===== config.mk =====
export PLATFORM = sky130hd
export DESIGN_NAME = adc_chan_sequencer_32ch
export DESIGN_NICKNAME = d
export VERILOG_FILES = /design/src/rtl/adc_chan_sequencer_32ch_pkg.sv /design/src/rtl/adc_chan_sequencer_32ch_next_ch_find.sv /design/src/rtl/adc_chan_sequencer_32ch.sv
export SDC_FILE = /design/constraint.sdc
export NUM_CORES = 1
export LEC_CHECK = 0
export CORE_ASPECT_RATIO = 0.8
export CORE_MARGIN = 8
export CORE_UTILIZATION = 28
export DETAILED_ROUTE_END_ITERATION = 16
export PLACE_DENSITY = 0.5
export SYNTH_ARGS = -nofsm -noshare
export SYNTH_HDL_FRONTEND = slang
export SYNTH_SLANG_ARGS = --single-unit

===== constraint.sdc =====
create_clock -name clk -period 2.4 [get_ports clk]
set_input_delay 0.48 -clock clk [delete_from_list [all_inputs] [get_ports clk]]
set_output_delay 0.48 -clock clk [all_outputs]
set_load 0.01 [all_outputs]

===== src/rtl/adc_chan_sequencer_32ch_pkg.sv =====
// adc_seq_pkg: shared widths and state encoding for the ADC channel sequencer
package adc_seq_pkg;
  localparam int NUM_CH_DEF = 32;
  localparam int SEL_W = 5;
  typedef enum logic [1:0] {IDLE, SCAN, DRAIN} seq_state_t;
endpackage


===== src/rtl/adc_chan_sequencer_32ch_next_ch_find.sv =====
// adc_next_ch_find: next enabled channel above the current one, plus the lowest enabled channel
module adc_next_ch_find
  import adc_seq_pkg::*;
#(
  parameter int NUM_CH = NUM_CH_DEF,
  localparam int SW = $clog2(NUM_CH)
) (
  input  logic [NUM_CH-1:0] i_mask,
  input  logic [SW-1:0]     i_cur,
  output logic [SW-1:0]     o_nxt,
  output logic              o_found,
  output logic [SW-1:0]     o_lowest
);
  // descending scan so the last hit is the lowest qualifying index
  always_comb begin
    o_nxt = '0;
    o_found = 1'b0;
    o_lowest = '0;
    for (int i = NUM_CH - 1; i >= 0; i--) begin
      if (i_mask[i]) o_lowest = SW'(i);
      if (i_mask[i] && SW'(i) > i_cur) begin
        o_found = 1'b1;
        o_nxt = SW'(i);
      end
    end
  end
endmodule


===== src/rtl/adc_chan_sequencer_32ch.sv =====
// adc_chan_sequencer_32ch: walks enabled mux channels with a dwell, tags samples at mux output; ADC_SEQ_FRAME_CNT_EN adds frame_cnt
module adc_chan_sequencer_32ch
  import adc_seq_pkg::*;
#(
  parameter int NUM_CH = NUM_CH_DEF,
  parameter int DWELL = 1,
  parameter int MUX_LAT = 1,
  localparam int SW = $clog2(NUM_CH),
  localparam int CW = (DWELL > 1) ? $clog2(DWELL) : 1
) (
  input  logic              clk,
  input  logic              GlobalReset,
  input  logic              start,
  input  logic              stop,
  input  logic              continuous,
  input  logic [NUM_CH-1:0] chan_en_mask,
  output logic [SW-1:0]     x_adc_select,
  output logic              x_adc_valid,
  output logic [SW-1:0]     x_adc_ch,
  output logic              frame_done,
  output logic              busy
`ifdef ADC_SEQ_FRAME_CNT_EN
  ,
  output logic [15:0]       frame_cnt
`endif
);
  seq_state_t r_state;
  logic [SW-1:0] r_sel;
  logic [NUM_CH-1:0] r_mask;
  logic r_cont, r_busy, r_empty_fd;
  logic [CW-1:0] r_cnt;
  logic [MUX_LAT-1:0] r_vld, r_lst;
  logic [MUX_LAT-1:0][SW-1:0] r_tag;
  logic [SW-1:0] w_adv_nxt, w_new_lo, w_unused_adv_lo, w_unused_new_nxt;
  logic w_adv_found, w_unused_new_found, w_strobe, w_inflight;

  adc_next_ch_find #(.NUM_CH(NUM_CH)) u_adv (
    .i_mask(r_mask), .i_cur(r_sel),
    .o_nxt(w_adv_nxt), .o_found(w_adv_found), .o_lowest(w_unused_adv_lo)
  );

  adc_next_ch_find #(.NUM_CH(NUM_CH)) u_new (
    .i_mask(chan_en_mask), .i_cur('0),
    .o_nxt(w_unused_new_nxt), .o_found(w_unused_new_found), .o_lowest(w_new_lo)
  );

  assign w_strobe = (r_state == SCAN) && (r_cnt == CW'(DWELL - 1));
  assign w_inflight = |(r_vld & MUX_LAT'((1 << (MUX_LAT - 1)) - 1));
  assign x_adc_select = r_sel;
  assign x_adc_valid = r_vld[MUX_LAT-1];
  assign x_adc_ch = r_tag[MUX_LAT-1];
  assign frame_done = (r_vld[MUX_LAT-1] & r_lst[MUX_LAT-1]) | r_empty_fd;
  assign busy = r_busy;

  // sequencing FSM plus the strobe/tag/last delay line that tracks mux latency
  always_ff @(posedge clk) begin
    if (GlobalReset) begin
      r_state <= IDLE;
      r_sel <= '0;
      r_mask <= '0;
      r_cont <= 1'b0;
      r_busy <= 1'b0;
      r_empty_fd <= 1'b0;
      r_cnt <= '0;
      r_vld <= '0;
      r_lst <= '0;
      r_tag <= '0;
    end else if (stop) begin
      r_state <= IDLE;
      r_sel <= '0;
      r_busy <= 1'b0;
      r_empty_fd <= 1'b0;
      r_cnt <= '0;
      r_vld <= '0;
      r_lst <= '0;
    end else begin
      r_vld <= MUX_LAT'({r_vld, w_strobe});
      r_lst <= MUX_LAT'({r_lst, w_strobe & ~w_adv_found});
      r_tag <= (MUX_LAT * SW)'({r_tag, r_sel});
      r_empty_fd <= 1'b0;
      case (r_state)
        IDLE: begin
          if (start) begin
            r_mask <= chan_en_mask;
            r_cont <= continuous;
            if (|chan_en_mask) begin
              r_busy <= 1'b1;
              r_state <= SCAN;
              r_sel <= w_new_lo;
              r_cnt <= '0;
            end else begin
              r_empty_fd <= 1'b1;
            end
          end
        end
        SCAN: begin
          r_cnt <= w_strobe ? '0 : r_cnt + 1'b1;
          if (w_strobe) begin
            if (w_adv_found) begin
              r_sel <= w_adv_nxt;
            end else if (r_cont) begin
              r_mask <= chan_en_mask;
              r_sel <= w_new_lo;
              if (~|chan_en_mask) r_state <= DRAIN;
            end else begin
              r_state <= DRAIN;
            end
          end
        end
        DRAIN: begin
          if (!w_inflight) begin
            r_state <= IDLE;
            r_busy <= 1'b0;
            r_sel <= '0;
          end
        end
        default: r_state <= IDLE;
      endcase
    end
  end

`ifdef ADC_SEQ_FRAME_CNT_EN
  logic [15:0] r_frame_cnt;
  assign frame_cnt = r_frame_cnt;

  // frames completed since the last accepted start, wrapping at 16 bits
  always_ff @(posedge clk) begin
    if (GlobalReset) r_frame_cnt <= '0;
    else if (start && !stop && r_state == IDLE) r_frame_cnt <= '0;
    else if (frame_done) r_frame_cnt <= r_frame_cnt + 16'd1;
  end
`endif
endmodule

==> results.json, run 1 <==
{
  "outcome": "complete, but fails checks",
  "violations": "negative setup slack",
  "antenna_found_initial": 0,
  "p_switching_uw": 915,
  "ctsHoldBuffers": 0,
  "ys_cells": 448,
  "ys_sh_mux_pct": 10.9,
  "slew_violations": 0,
  "fp-row-count": 36,
  "signal_buffer_area_fraction_pct": 31.2,
  "powerDensity_nw_per_um2": 504,
  "routed.top_layer": "met4",
  "multiInputCombCellCount": 361,
  "met3_length_um": 778,
  "use_met3_pct": 2.88,
  "slowest_stage": "or3b_4",
  "ys_seq_share_pct": 28.8,
  "initCoreUtil_pct": 28.3,
  "clk_path_buf_depth": 2,
  "synthAoiAreaFrac_pct": 26.4,
  "dp_hpwl_mm": 9.92,
  "hold_end": "r_cnt",
  "tns_ns": -4.41,
  "fp_nets": 489,
  "warnings": 31,
  "setup_violations": 36,
  "die_y_um": 115,
  "skew_ns": 0.0121,
  "nWellTaps": 152,
  "n_antenna_cell": 0,
  "peakVddDrop_mv": 0.359,
  "fill_cells": 1184,
  "cts_setup_buffers": 7,
  "grt_pass1_vias": 3956,
  "hold-worst-slack_ns": 0.460,
  "clk-power_uw": 853,
  "synthArstFlopShare_pct": 0,
  "grt_use_met1_pct": 22.4,
  "finalWorstSetupSlack_ns": -0.153,
  "drt_wl_total_mm": 13.6,
  "r2r_slack_ns": -0.15,
  "cts_resized": 36,
  "maxSlewHeadroom_pct": 62.3,
  "power_leader": "combinational cells",
  "crit_path_end_kind": "flop",
  "ys_area_um2": 3400,
  "worstMarginPinSlew_ns": 0.564,
  "xor_area_share_pct": 0,
  "drc": 0,
  "crit_top_cell": "buf_4",
  "fin_crit_sh_pct": 106,
  "cts_made_buffers": 5,
  "synth_dominant_cell_count": "nor2_1",
  "min_period_ns": 2.55
}
Figure 1. Track usage over the die (run 1).
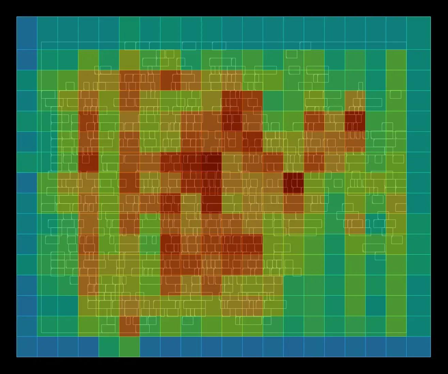
total track usage: 15.9%
M2 GR Usage: 24.9%
DR WL/cell: 17.5 um
GR peak layer: met2
Core Util, Final: 47.3%

Figure 2. Gate families picked out (run 1).
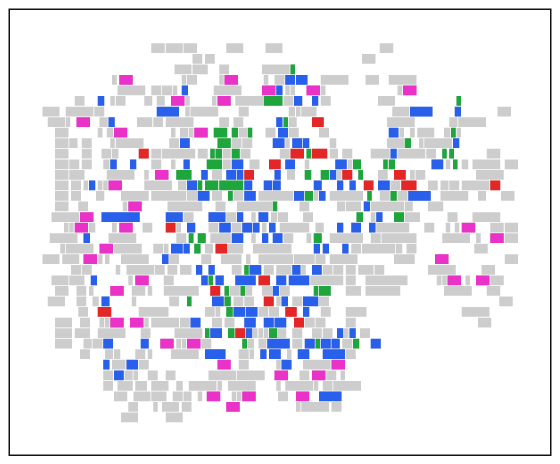
legend:
  non-inverting ao/oa cells:
    color: red
    cells: 20
  mux cells:
    color: magenta
    cells: 37
    where: spread over the die
  aoi and oai cells:
    color: blue
    cells: 115
  nand cells:
    color: green
    cells: 54
Finished Layout Cells: 777
most frequent logic cell in the layout: buf_4

Figure 3. Sequential cells colored by netlist name (run 1).
Scale bar: 50 um. Other sequential cells in the stronger gray, the rest of the logic in the fainter gray.
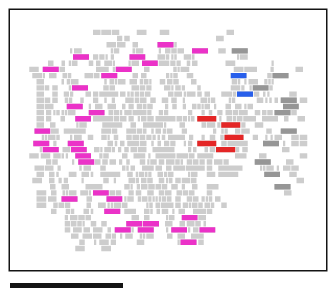
legend:
  `r_state`:
    color: blue
    placed_flops: 2
  `x_adc_select`:
    color: red
    placed_flops: 5
  `r_mask`:
    color: magenta
    placed_flops: 31
Seq power: 912 uW
Seq/total area: 17.6%

Figure 4. Metal layers overlaid (run 1).
Two of the layers only.
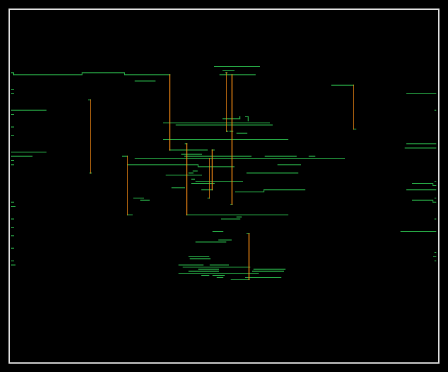

==> run 1 -> run 2 <==
--- a/config.mk
+++ b/config.mk
@@ -7,9 +7,10 @@
 export LEC_CHECK = 0
 export CORE_ASPECT_RATIO = 0.8
 export CORE_MARGIN = 8
-export CORE_UTILIZATION = 28
+export CORE_UTILIZATION = 50
 export DETAILED_ROUTE_END_ITERATION = 16
-export PLACE_DENSITY = 0.5
+export MAX_ROUTING_LAYER = met4
+export PLACE_DENSITY = 0.79
 export SYNTH_ARGS = -nofsm -noshare
 export SYNTH_HDL_FRONTEND = slang
 export SYNTH_SLANG_ARGS = --single-unit
Figure 5. Metal layers overlaid (run 2).
Two of the layers only.
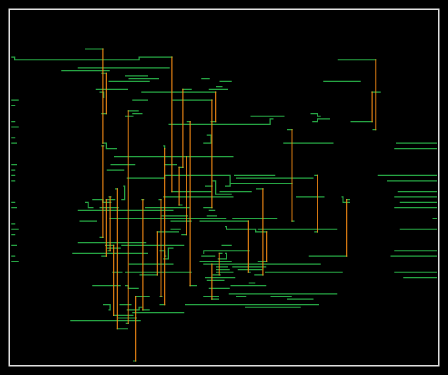
legend:
  M4:
    color: orange
    wire_length: 603 um
  M3:
    color: green
    wire_length: 1180 um
DR WL/cell: 19.8 um
Routed WL: 13.9 mm
total track usage: 26.4%
number of vias in the routed layout: 4393

==> run 2 against run 1 <==
  * The run still ends with negative setup slack left
  * Register-to-register slack lost 0.098 ns
  * Combinational power decreased by 4%
  * Power is 12% lower
  * Global-route usage grew 10 points
  * Synthesized cell count stayed put
  * Sequential share of layout area is 1.1 points higher
  * Maximum frequency fell by 3.7%
==> results.json, run 2 <==
{
  "fp-row-count": 27,
  "outcome": "complete, but fails checks",
  "r2r_slack_ns": -0.25,
  "multiInputCombCellCount": 361,
  "ys_area_um2": 3400,
  "grt_overflow": 0,
  "min_period_ns": 2.65,
  "common_cells": "nor2_1, dfxtp_1, mux2i_1",
  "initCoreUtil_pct": 50.6,
  "n_all_inverters": 14,
  "powerDensity_nw_per_um2": 470,
  "dominant-cell-class": "combinational gates",
  "met3_length_mm": 1.18,
  "yosys_most_used_dff": "dfxtp_1",
  "vias_per_cell": 6.28,
  "synth_dominant_cell_count": "nor2_1",
  "syn_area_per_cell_um2": 7.59,
  "peakVddDrop_mv": 0.319,
  "design_area_um2": 5360,
  "use_met3_pct": 4.71,
  "ys_sh_mux_pct": 10.9,
  "p_switching_uw": 890,
  "antenna_found_initial": 1,
  "signal_buffer_area_fraction_pct": 30.1,
  "cts_setup_buffers": 7,
  "xor_area_share_pct": 0,
  "worstPathArrival_ns": 2.85,
  "gr-max-usage-layer": "met2",
  "fill_cells": 453,
  "final_cells": 699,
  "hold-worst-slack_ns": 0.474,
  "slowest_stage": "or3b_4",
  "worstMarginPinSlew_ns": 0.529,
  "finalWorstSetupSlack_ns": -0.251,
  "power_uw": 2520,
  "setup_violations": 31,
  "flop-count": 49,
  "met2_usage_pct": 40.9,
  "warnings": 31,
  "grt_use_met1_pct": 33.2,
  "slew_violations": 0,
  "crit_path_end_kind": "flop",
  "grt_pass1_vias": 4240,
  "largest_register_ffs": 31,
  "clk_path_buf_depth": 2,
  "fp_nets": 489,
  "power_leader": "combinational cells",
  "cts_resized": 32,
  "clk-power_uw": 538,
  "required_ns": 2.60,
  "cts-root-buf": "clkbuf_8",
  "ys_seq_share_pct": 28.8,
  "routed.top_layer": "met4",
  "crit_top_cell": "buf_4",
  "hold_class": "flop to flop",
  "layout_top_cell": "buf_4",
  "drc": 0,
  "p_leak_uw": 0.00247,
  "ys_cells": 448,
  "ctsHoldBuffers": 0,
  "tns_ns": -6.03,
  "cts_tree": "built",
  "die_area_um2": 9710,
  "n_antenna_cell": 1,
  "skew_ns": 0.0150,
  "mi_logic_area_um2": 2490,
  "violations": "negative setup slack",
  "rsz0062_at_grt": "true",
  "nWellTaps": 87,
  "synthAoiAreaFrac_pct": 26.4,
  "synthArstFlopShare_pct": 0,
  "comb_share_pct": 46.4,
  "fin_crit_sh_pct": 110,
  "place_congestion": 0.956,
  "clk_pin_slew_worst_paths_ns": 0.09,
  "crit_path_start": "x_adc_select[0]",
  "hold_end": "r_cnt",
  "cts_made_buffers": 5,
  "rr_endpoint": "r_mask[26]",
  "die_y_um": 89.8,
  "numPortBuffers": 49,
  "grt_pass1_wl_mm": 20.4,
  "dp_hpwl_mm": 9.46,
  "maxSlewHeadroom_pct": 64.3
}
Figure 6. Sequential cells colored by netlist name (run 2).
Scale bar: 20 um. Other sequential cells in the stronger gray, the rest of the logic in the fainter gray.
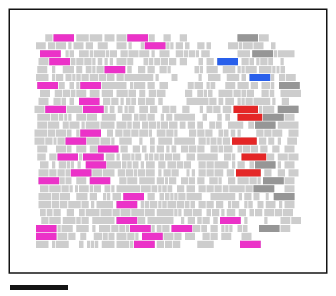
legend:
  `r_mask`:
    color: magenta
    placed_flops: 31
  `r_state`:
    color: blue
    placed_flops: 2
  `x_adc_select`:
    color: red
    placed_flops: 5
    where: middle right
Core Util, Final: 79.7%
Storage cell area: 1000 um2
Seq/total area: 18.7%
Seq power: 919 uW

Figure 7. Gate families picked out (run 2).
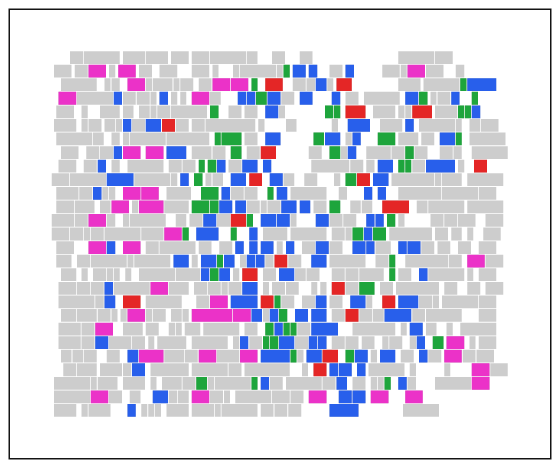

==> run 2 -> run 3 <==
==> constraint.sdc (replaced) <==
create_clock -name clk -period 2.19 [get_ports clk]
set_input_delay 0.438 -clock clk [delete_from_list [all_inputs] [get_ports clk]]
set_output_delay 0.438 -clock clk [all_outputs]
set_load 0.01 [all_outputs]
Figure 8. Gate families picked out (run 3).
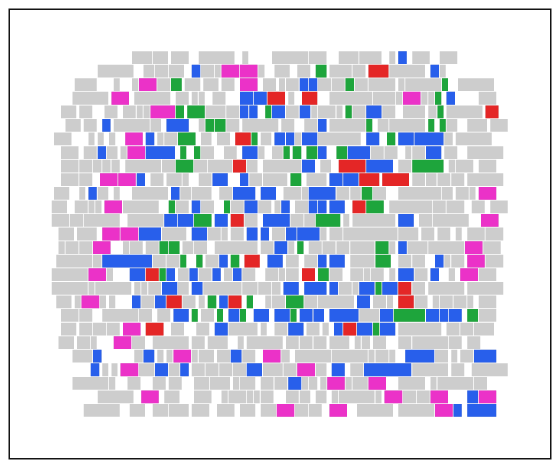
legend:
  non-inverting ao/oa cells:
    color: red
    cells: 20
  nand cells:
    color: green
    cells: 54
  mux cells:
    color: magenta
    cells: 37
    where: spread over the die
  aoi and oai cells:
    color: blue
    cells: 115
combinational fraction of the cell area: 46.9%
Finished Layout Cells: 724

==> run 3 against run 2 <==
  * Hold slack worse by 0.00083 ns
  * Clock power rose by 29%
  * Maximum frequency decreased by 4.2%
  * Sequential share of layout area decreased by 0.75 points
  * Synthesized cell count unchanged
  * The run still ends with negative setup slack left
  * Flip-flop count did not move
==> results.json, run 3 <==
{
  "ys_cells": 448,
  "grt_use_met1_pct": 33.3,
  "warnings": 32,
  "die_y_um": 89.8,
  "power_uw": 3000,
  "fin_crit_sh_pct": 126,
  "common_cells": "nor2_1, dfxtp_1, mux2i_1",
  "tns_ns": -14.72,
  "dp_hpwl_mm": 9.51,
  "hold_end": "r_cnt",
  "cts_made_buffers": 5,
  "p_leak_uw": 0.00247,
  "required_ns": 2.38,
  "slew_violations": 0,
  "routed.top_layer": "met4",
  "cts-root-buf": "clkbuf_8",
  "n_antenna_cell": 0,
  "ys_seq_share_pct": 28.8,
  "xor_area_share_pct": 0,
  "setup_violations": 38,
  "clk-power_uw": 694,
  "yosys_most_used_dff": "dfxtp_1",
  "outcome": "complete, but fails checks",
  "cts_tree": "built",
  "antenna_found_initial": 0,
  "grt_pass1_wl_mm": 21.5,
  "n_all_inverters": 14,
  "crit_top_cell": "nor2_1",
  "hold_class": "flop to flop",
  "ys_area_um2": 3400,
  "multiInputCombCellCount": 361,
  "rsz0062_at_grt": "true",
  "r2r_slack_ns": -0.58,
  "worstMarginPinSlew_ns": 0.710,
  "flop-count": 49,
  "p_switching_uw": 1090,
  "layout_top_cell": "buf_4",
  "worstPathArrival_ns": 2.96,
  "finalWorstSetupSlack_ns": -0.578,
  "hold-worst-slack_ns": 0.473,
  "met3_length_mm": 1.85,
  "slowest_stage": "dfxtp_4",
  "violations": "negative setup slack",
  "vias_per_cell": 6.53,
  "cts_setup_buffers": 11,
  "fp-row-count": 27,
  "crit_path_end_kind": "flop",
  "ys_sh_mux_pct": 10.9,
  "mi_logic_area_um2": 2620
}
Figure 9. Metal layers overlaid (run 3).
Two of the layers only.
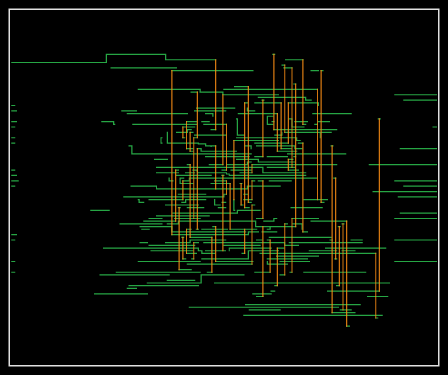
legend:
  M3:
    color: green
    wire_length: 1850 um
  M4:
    color: orange
    wire_length: 892 um
DR WL/cell: 20.9 um
number of vias in the routed layout: 4729

Power is estimated from default activity; no workload was simulated.
